### Metal 1, run 1

Scale: 4 px per µm. Supply wires on this layer in grey. Cells faint in the background.
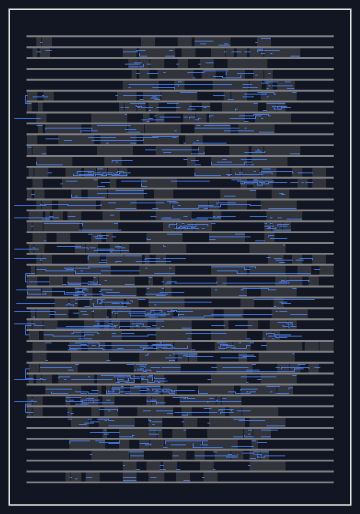
### Metal 2, run 1

Scale: 4 px per µm.
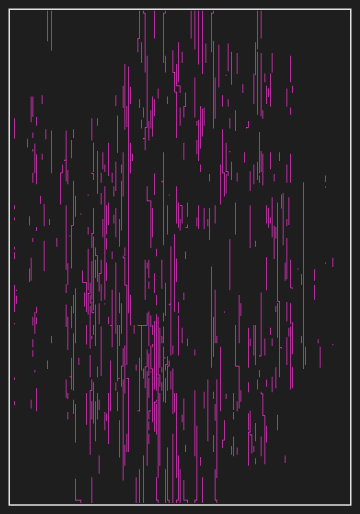
### The metal 3 layer, run 1

Scale: 4 px per µm. Cells faint in the background.
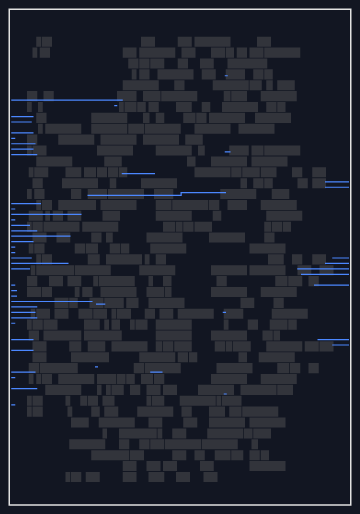
### Metal 4, run 1

Scale: 3 px per µm. Supply wires on this layer in grey. Cells faint in the background.
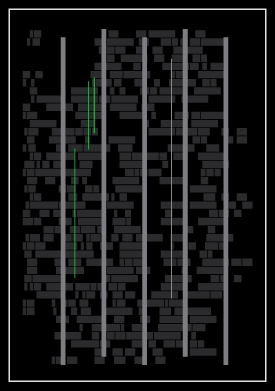
File: src/rtl/io_map_pkg.sv
// Shared I/O address map: bit positions decoded within the CPU data address.
package io_map_pkg;

   localparam int unsigned IO_SPACE_bit  = 8;
   localparam int unsigned IO_LEDS_bit   = 2;
   localparam int unsigned IO_HEX_bit    = 3;
   localparam int unsigned IO_KEY_bit    = 4;
   localparam int unsigned IO_SW_bit     = 5;
   localparam int unsigned IO_KEYEVT_bit = 6;

   localparam int unsigned IO_DATA_W = 32;

endpackage

File: src/rtl/io_input_debounce_bit.sv
// One input bit: 2-flop synchroniser, debounce counter and stable (active-high) bit.
module debounce_bit #(
   parameter int unsigned DEBOUNCE_CYCLES = 4,
   parameter logic        RESET_VAL       = 1'b0
) (
   input  logic clk,
   input  logic reset,
   input  logic raw,
   output logic stable,
   output logic rise_c
);

   localparam int unsigned CW = $clog2(DEBOUNCE_CYCLES + 1);

   logic          sync1_q, sync1_d;
   logic          sync2_q, sync2_d;
   logic          stable_q, stable_d;
   logic [CW-1:0] cnt_q, cnt_d;
   logic          active_c;

   // RESET_VAL is the idle pin level, so XOR with it yields an active-high bit.
   assign active_c = sync2_q ^ RESET_VAL;

   always_comb begin
      sync1_d  = raw;
      sync2_d  = sync1_q;
      stable_d = stable_q;
      cnt_d    = '0;
      if (active_c != stable_q) begin
         if (cnt_q == CW'(DEBOUNCE_CYCLES - 1)) begin
            stable_d = active_c;
         end else begin
            cnt_d = cnt_q + CW'(1);
         end
      end
   end

   always_ff @(posedge clk or posedge reset) begin
      if (reset) begin
         sync1_q  <= RESET_VAL;
         sync2_q  <= RESET_VAL;
         cnt_q    <= '0;
         stable_q <= 1'b0;
      end else begin
         sync1_q  <= sync1_d;
         sync2_q  <= sync2_d;
         cnt_q    <= cnt_d;
         stable_q <= stable_d;
      end
   end

   assign stable = stable_q;
   assign rise_c = stable_d & ~stable_q;

endmodule

File: src/rtl/io_input_debounce.sv
// Debounced KEY/SW input peripheral with sticky write-1-to-clear key-press flags.
module io_input_debounce
   import io_map_pkg::*;
#(
   parameter int unsigned DEBOUNCE_CYCLES = 4,
   parameter int unsigned N_KEYS          = 4,
   parameter int unsigned N_SW            = 10
) (
   input  logic              clk,
   input  logic              reset,
   input  logic [N_KEYS-1:0] key_n,
   input  logic [N_SW-1:0]   sw,
   input  logic [31:0]       io_addr,
   input  logic              io_we,
   input  logic [31:0]       io_wdata,
   output logic [31:0]       io_rdata,
   output logic [N_KEYS-1:0] key_pressed,
   output logic [N_SW-1:0]   sw_stable,
   output logic              press_pending
);

   logic [N_KEYS-1:0] key_rise_c;
   logic [N_SW-1:0]   sw_rise_unused;
   logic [N_KEYS-1:0] press_flag_q, press_flag_d;
   logic [N_KEYS-1:0] clr_mask_c;
   logic              unused_bits;

   for (genvar i = 0; i < N_KEYS; i++) begin : g_key
      debounce_bit #(
         .DEBOUNCE_CYCLES (DEBOUNCE_CYCLES),
         .RESET_VAL       (1'b1)
      ) u_key (
         .clk    (clk),
         .reset  (reset),
         .raw    (key_n[i]),
         .stable (key_pressed[i]),
         .rise_c (key_rise_c[i])
      );
   end

   for (genvar i = 0; i < N_SW; i++) begin : g_sw
      debounce_bit #(
         .DEBOUNCE_CYCLES (DEBOUNCE_CYCLES),
         .RESET_VAL       (1'b0)
      ) u_sw (
         .clk    (clk),
         .reset  (reset),
         .raw    (sw[i]),
         .stable (sw_stable[i]),
         .rise_c (sw_rise_unused[i])
      );
   end

   // A new press on the same edge as a clear keeps the flag set.
   always_comb begin
      clr_mask_c = '0;
      if (io_we && io_addr[IO_SPACE_bit] && io_addr[IO_KEYEVT_bit]) begin
         clr_mask_c = io_wdata[N_KEYS-1:0];
      end
      press_flag_d = (press_flag_q & ~clr_mask_c) | key_rise_c;
   end

   always_ff @(posedge clk or posedge reset) begin
      if (reset) begin
         press_flag_q <= '0;
      end else begin
         press_flag_q <= press_flag_d;
      end
   end

   assign press_pending = |press_flag_q;

   // Read mux, priority KEY > SW > EVT within I/O space.
   always_comb begin
      io_rdata = '0;
      if (io_addr[IO_SPACE_bit]) begin
         if (io_addr[IO_KEY_bit]) begin
            io_rdata = IO_DATA_W'(key_pressed);
         end else if (io_addr[IO_SW_bit]) begin
            io_rdata = IO_DATA_W'(sw_stable);
         end else if (io_addr[IO_KEYEVT_bit]) begin
            io_rdata = IO_DATA_W'(press_flag_q);
         end
      end
   end

   assign unused_bits = ^{io_addr, io_wdata, sw_rise_unused};

endmodule

File: config.mk
export PLATFORM = sky130hd
export DESIGN_NAME = io_input_debounce
export DESIGN_NICKNAME = d
export VERILOG_FILES = /design/src/rtl/io_map_pkg.sv /design/src/rtl/io_input_debounce_bit.sv /design/src/rtl/io_input_debounce.sv
export SDC_FILE = /design/constraint.sdc
export NUM_CORES = 1
export LEC_CHECK = 0
export CORE_ASPECT_RATIO = 1.5
export CORE_MARGIN = 4
export CORE_UTILIZATION = 40
export CTS_BUF_LIST = sky130_fd_sc_hd__clkbuf_8
export CTS_CLUSTER_DIAMETER = 200
export DETAILED_ROUTE_END_ITERATION = 8
export GPL_TIMING_DRIVEN = 0
export PLACE_DENSITY = 0.7
export SYNTH_ARGS = -nofsm -noshare
export SYNTH_HDL_FRONTEND = slang
export SYNTH_SLANG_ARGS = --single-unit
export TNS_END_PERCENT = 5
File: constraint.sdc
create_clock -name clk -period 5.49 [get_ports clk]
set_input_delay 1.098 -clock clk [delete_from_list [all_inputs] [get_ports clk]]
set_output_delay 1.098 -clock clk [all_outputs]
set_load 0.01 [all_outputs]
==> report_table.html, run 1 <==
<h3>Flow metrics</h3>
<table>
<tr><th>Metric</th><th>Value</th></tr>
<tr><th colspan="2">Run status</th></tr>
<tr><td>Result of the run</td><td>finished clean</td></tr>
<tr><th colspan="2">Detailed routing</th></tr>
<tr><td>Count of routing violations after the opening detailed-route iteration</td><td>89</td></tr>
<tr><td>DR vias/cell</td><td>4.47</td></tr>
<tr><td>Met2 routed WL</td><td>a little under 3 mm</td></tr>
<tr><td>Wire length on met3</td><td>323 µm</td></tr>
<tr><td>Antenna viol nets, final</td><td>0</td></tr>
<tr><th colspan="2">STA</th></tr>
<tr><td>Number of hold violations in the final report</td><td>0</td></tr>
<tr><td>Setup TNS Final</td><td>0 ns</td></tr>
<tr><td>Setup repair after global routing missed its margin</td><td>false</td></tr>
<tr><td>Worst Clk Skew</td><td>around 0.0031 ns</td></tr>
<tr><th colspan="2">Worst setup path</th></tr>
<tr><td>Critical Path Source</td><td>io_addr[4]</td></tr>
<tr><td>CP startpoint kind</td><td>input pin</td></tr>
<tr><td>Critical path class</td><td>input pin to primary output</td></tr>
<tr><td>Largest fanout on the critical path</td><td>10</td></tr>
<tr><td>Data arrival time of the worst path</td><td>2.92 ns</td></tr>
<tr><th colspan="2">Power and ir drop</th></tr>
<tr><td>Total power</td><td>~1.9 mW</td></tr>
<tr><td>Net switching share of the total power</td><td>29.2%</td></tr>
<tr><td>Sequential cell fraction of total power</td><td>48.3%</td></tr>
<tr><td>Power consumed by sequential cells</td><td>between 0.9 and 1 mW</td></tr>
<tr><td>Fraction of power consumed by the clock network</td><td>19.1%</td></tr>
<tr><td>Combinational Power</td><td>~0.63 mW</td></tr>
<tr><th colspan="2">Synth</th></tr>
<tr><td>Fraction of the yosys area taken by sequential cells</td><td>a little over 60%</td></tr>
<tr><td>Main kind of combinational logic by area</td><td>simple AND/OR/NAND/NOR gates</td></tr>
<tr><td>Synthesis warning total</td><td>0</td></tr>
<tr><td>Ao+oa area frac</td><td>2.11%</td></tr>
<tr><td>Fraction of registers with async set/reset</td><td>100%</td></tr>
<tr><td>Post-synth area hogs</td><td>sky130_fd_sc_hd__dfrtp_1 56%, sky130_fd_sc_hd__buf_4 7.6%, sky130_fd_sc_hd__dfstp_2 5.9%</td></tr>
<tr><td>Cell Type Count</td><td>23</td></tr>
<tr><td>Post-synthesis mux area share</td><td>4.29%</td></tr>
<tr><td>Xor+xnor area frac</td><td>3.44%</td></tr>
<tr><td>Commonest flop</td><td>sky130_fd_sc_hd__dfrtp_1</td></tr>
<tr><td>Cell taking the most area after synthesis</td><td>sky130_fd_sc_hd__dfrtp_1</td></tr>
<tr><td>Share of Yosys cell area claimed by the top area cell type</td><td>56.2%</td></tr>
<tr><th colspan="2">Placed design</th></tr>
<tr><td>Area after DPL</td><td>4280 µm²</td></tr>
<tr><td>Minimum setup slack after placement</td><td>1.47 ns</td></tr>
<tr><th colspan="2">Clocking</th></tr>
<tr><td>Clock-pin slew of the registers on the worst-case setup and hold paths</td><td>about 0.070 ns</td></tr>
<tr><td>TritonCTS Buffers</td><td>9</td></tr>
<tr><td>Number of post-CTS setup repair buffers</td><td>0</td></tr>
<tr><td>Root Buffer</td><td>sky130_fd_sc_hd__clkbuf_8</td></tr>
<tr><td>CTS Hold Bufs</td><td>0</td></tr>
<tr><td>Max H-tree Level</td><td>3</td></tr>
<tr><td>TritonCTS clock tree</td><td>done</td></tr>
<tr><th colspan="2">Cells and area</th></tr>
<tr><td>Fillers</td><td>734</td></tr>
<tr><td>Net count reported at finish</td><td>437</td></tr>
<tr><td>Filler-free cell count of the finished design</td><td>454</td></tr>
<tr><td>Area grow syn2layout</td><td>24.9%</td></tr>
<tr><td>Final instance area</td><td>4440 µm²</td></tr>
<tr><td>Final Util</td><td>51.9%</td></tr>
<tr><td>Proportion of layout cells with a drive suffix above 1</td><td>23.1%</td></tr>
<tr><th colspan="2">Hold path</th></tr>
<tr><td>Worst hold start</td><td>g_sw[3].u_sw.sync1_q</td></tr>
<tr><th colspan="2">Die</th></tr>
<tr><td>Std-Cell Rows</td><td>41</td></tr>
<tr><td>Horizontal die dimension</td><td>85.0 µm</td></tr>
<tr><td>Die Y-Extent</td><td>124 µm</td></tr>
<tr><th colspan="2">Global routing</th></tr>
<tr><td>Largest net degree at the start of global routing</td><td>69</td></tr>
<tr><td>Initial antenna violation count</td><td>0</td></tr>
<tr><td>Vias in the first global route</td><td>2169</td></tr>
<tr><td>GR peak layer</td><td>met2</td></tr>
<tr><th colspan="2">Run</th></tr>
<tr><td>Maxcap violations</td><td>0</td></tr>
</table>
Notes on 'Metal 1' above:
- longest straight run: 34.5 µm
- share of all routed wire: 40%

Notes on 'Metal 2' above:
- wire length on this layer: 2940 µm
- longest straight run: 61.5 µm
- share of all routed wire: 52%

Notes on 'The metal 3 layer' above:
- share of all routed wire: 5.7%
- wire length on this layer: 323 µm
- nets with wire on the layer: 46
- main direction: horizontal

Notes on 'Metal 4' above:
- main direction: vertical
- share of all routed wire: 2.9%
- wire length on this layer: 163 µm
- longest straight run: 79.6 µm
- nets with wire on the layer: 2

[run 1: registers in the layout, summed over array words and instances (netlist names)]
| name | cells |
|---|---|
| g_key.u_key.cnt_q | 12 |
| g_key.u_key.stable | 4 |
| g_key.u_key.sync1_q | 4 |
| g_key.u_key.sync2_q | 4 |
| g_sw.u_sw.active_c | 10 |
| g_sw.u_sw.cnt_q | 30 |
| g_sw.u_sw.stable | 10 |
| g_sw.u_sw.sync1_q | 10 |
| press_flag_q | 4 |
[run 1: cell type report]
type                            instances  area share (%)
Multi-Input combinational cell        149            24.9
Clock buffer                           10            3.10
Clock inverter                          6           0.535
Inverter                                7           0.648
Buffer                                 38            6.59
Sequential cell                        88            49.8
Tap cell                              107            3.01
Timing Repair Buffer                   49            11.4
## Run 2: what changed since run 1
Clock period 5.49 ns to 3.9 ns, I/O delays scaled along.
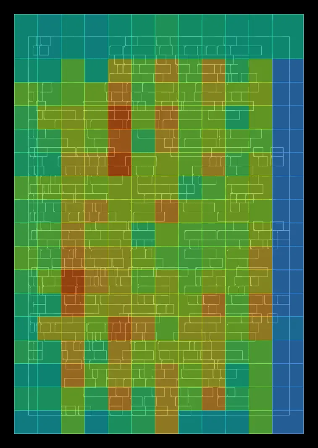
*Routing congestion, run 2*
wire length per cell after detailed routing: 12.5 µm
Total Routing Usage GR: 11.9%

==> run 2 against run 1 <==
- die area is the same
- global-route usage did not move
- sequential share of layout area stayed put
- setup slack worse by 0.95 ns
- worst hold slack stayed put
- first-iteration DRC count is the same
- critical path type unchanged
- largest power group unchanged
- highest routed layer unchanged
==> report_table.html, run 2 <==
<h3>Flow metrics</h3>
<table>
<tr><th>Metric</th><th>Value</th></tr>
<tr><th colspan="2">Run status</th></tr>
<tr><td>Result of the run</td><td>finished clean</td></tr>
<tr><th colspan="2">Global routing</th></tr>
<tr><td>Largest net degree at the start of global routing</td><td>69</td></tr>
<tr><td>Vias in the first global route</td><td>about 2200</td></tr>
<tr><td>Initial antenna violation count</td><td>0</td></tr>
<tr><th colspan="2">Power and ir drop</th></tr>
<tr><td>Power consumed by sequential cells</td><td>1.31 mW</td></tr>
<tr><td>Total power</td><td>2.71 mW</td></tr>
<tr><td>Sequential cell fraction of total power</td><td>48.3%</td></tr>
<tr><td>Combinational Power</td><td>0.881 mW</td></tr>
<tr><th colspan="2">STA</th></tr>
<tr><td>Setup repair after global routing missed its margin</td><td>false</td></tr>
<tr><td>Worst Clk Skew</td><td>roughly 0.0031 ns</td></tr>
<tr><td>Setup TNS Final</td><td>0 ns</td></tr>
<tr><td>Number of hold violations in the final report</td><td>0</td></tr>
<tr><th colspan="2">Hold path</th></tr>
<tr><td>Worst hold start</td><td>g_sw[3].u_sw.sync1_q</td></tr>
<tr><th colspan="2">Clocking</th></tr>
<tr><td>TritonCTS Buffers</td><td>9</td></tr>
<tr><td>Max H-tree Level</td><td>3</td></tr>
<tr><td>Clock-pin slew of the registers on the worst-case setup and hold paths</td><td>about 0.070 ns</td></tr>
<tr><td>CTS Hold Bufs</td><td>0</td></tr>
<tr><td>Number of post-CTS setup repair buffers</td><td>0</td></tr>
<tr><th colspan="2">Synth</th></tr>
<tr><td>Fraction of the yosys area taken by sequential cells</td><td>62.1%</td></tr>
<tr><td>Fraction of registers with async set/reset</td><td>100%</td></tr>
<tr><td>Commonest flop</td><td>sky130_fd_sc_hd__dfrtp_1</td></tr>
<tr><td>Cell Type Count</td><td>23</td></tr>
<tr><td>Synthesis warning total</td><td>0</td></tr>
<tr><td>Cell taking the most area after synthesis</td><td>sky130_fd_sc_hd__dfrtp_1</td></tr>
<tr><td>Post-synth area hogs</td><td>sky130_fd_sc_hd__dfrtp_1 56%, sky130_fd_sc_hd__buf_4 7.6%, sky130_fd_sc_hd__dfstp_2 5.9%</td></tr>
<tr><th colspan="2">Cells and area</th></tr>
<tr><td>Proportion of layout cells with a drive suffix above 1</td><td>23.1%</td></tr>
<tr><td>Final Util</td><td>51.9%</td></tr>
<tr><td>Largest register by flop count</td><td>g_sw.u_sw.cnt_q</td></tr>
<tr><td>Net count reported at finish</td><td>437</td></tr>
<tr><td>Flip-flop count of the largest register, all copies and words added</td><td>30</td></tr>
<tr><td>Top flop regs</td><td>g_sw.u_sw.cnt_q: 30 flops, g_key.u_key.cnt_q: 12 flops</td></tr>
<tr><td>Area grow syn2layout</td><td>24.9%</td></tr>
<tr><th colspan="2">Worst setup path</th></tr>
<tr><td>CP startpoint kind</td><td>input pin</td></tr>
<tr><td>Critical Path Source</td><td>io_addr[4]</td></tr>
<tr><td>Largest fanout on the critical path</td><td>10</td></tr>
<tr><td>Data arrival time of the worst path</td><td>2.60 ns</td></tr>
<tr><td>Most frequent cell on the critical path</td><td>sky130_fd_sc_hd__clkdlybuf4s50_1</td></tr>
<tr><td>Critical path class</td><td>input pin to primary output</td></tr>
<tr><th colspan="2">Detailed routing</th></tr>
<tr><td>DR vias/cell</td><td>4.47</td></tr>
<tr><td>Antenna viol nets, final</td><td>0</td></tr>
<tr><td>Count of routing violations after the opening detailed-route iteration</td><td>89</td></tr>
<tr><th colspan="2">Die</th></tr>
<tr><td>Std-Cell Rows</td><td>41</td></tr>
<tr><td>Horizontal die dimension</td><td>85.0 µm</td></tr>
<tr><th colspan="2">Placed design</th></tr>
<tr><td>Area after DPL</td><td>4280 µm²</td></tr>
<tr><td>Minimum setup slack after placement</td><td>around 0.51 ns</td></tr>
</table>
==> run 2: cell counts after synthesis <==
Identical to the previous run, type by type.
==> run 2: cell families after synthesis <==
group	Yosys count	share of synthesized area, %
muxes	14	4.29
xor gates and xnor gates	14	3.44
AOI/OAI and AO/OA	8	2.11
DFF	88	62.1
and+or+nand+nor	77	14.0
buffers and inverters	45	8.96
adders and majority gates	14	4.92
other	1	0.105
==> run 2: layout make-up <==
cell class	count	share of cell area, %
timing repair buffer	49	11.4
buffer	38	6.59
clock inverter	6	0.535
tap	107	3.01
clock buffer	10	3.10
inverter	7	0.648
multi-input combinational	149	24.9
sequential	88	49.8
==> run 2: metal layers <==
layer,vias to the layer above,part of all wire [%]
li1,989,-
met1,973,40
met2,55,52
met3,12,5.7
met4,0,2.9
met5,-,0
No activity file was given, so power comes from the tool's default toggle rates.
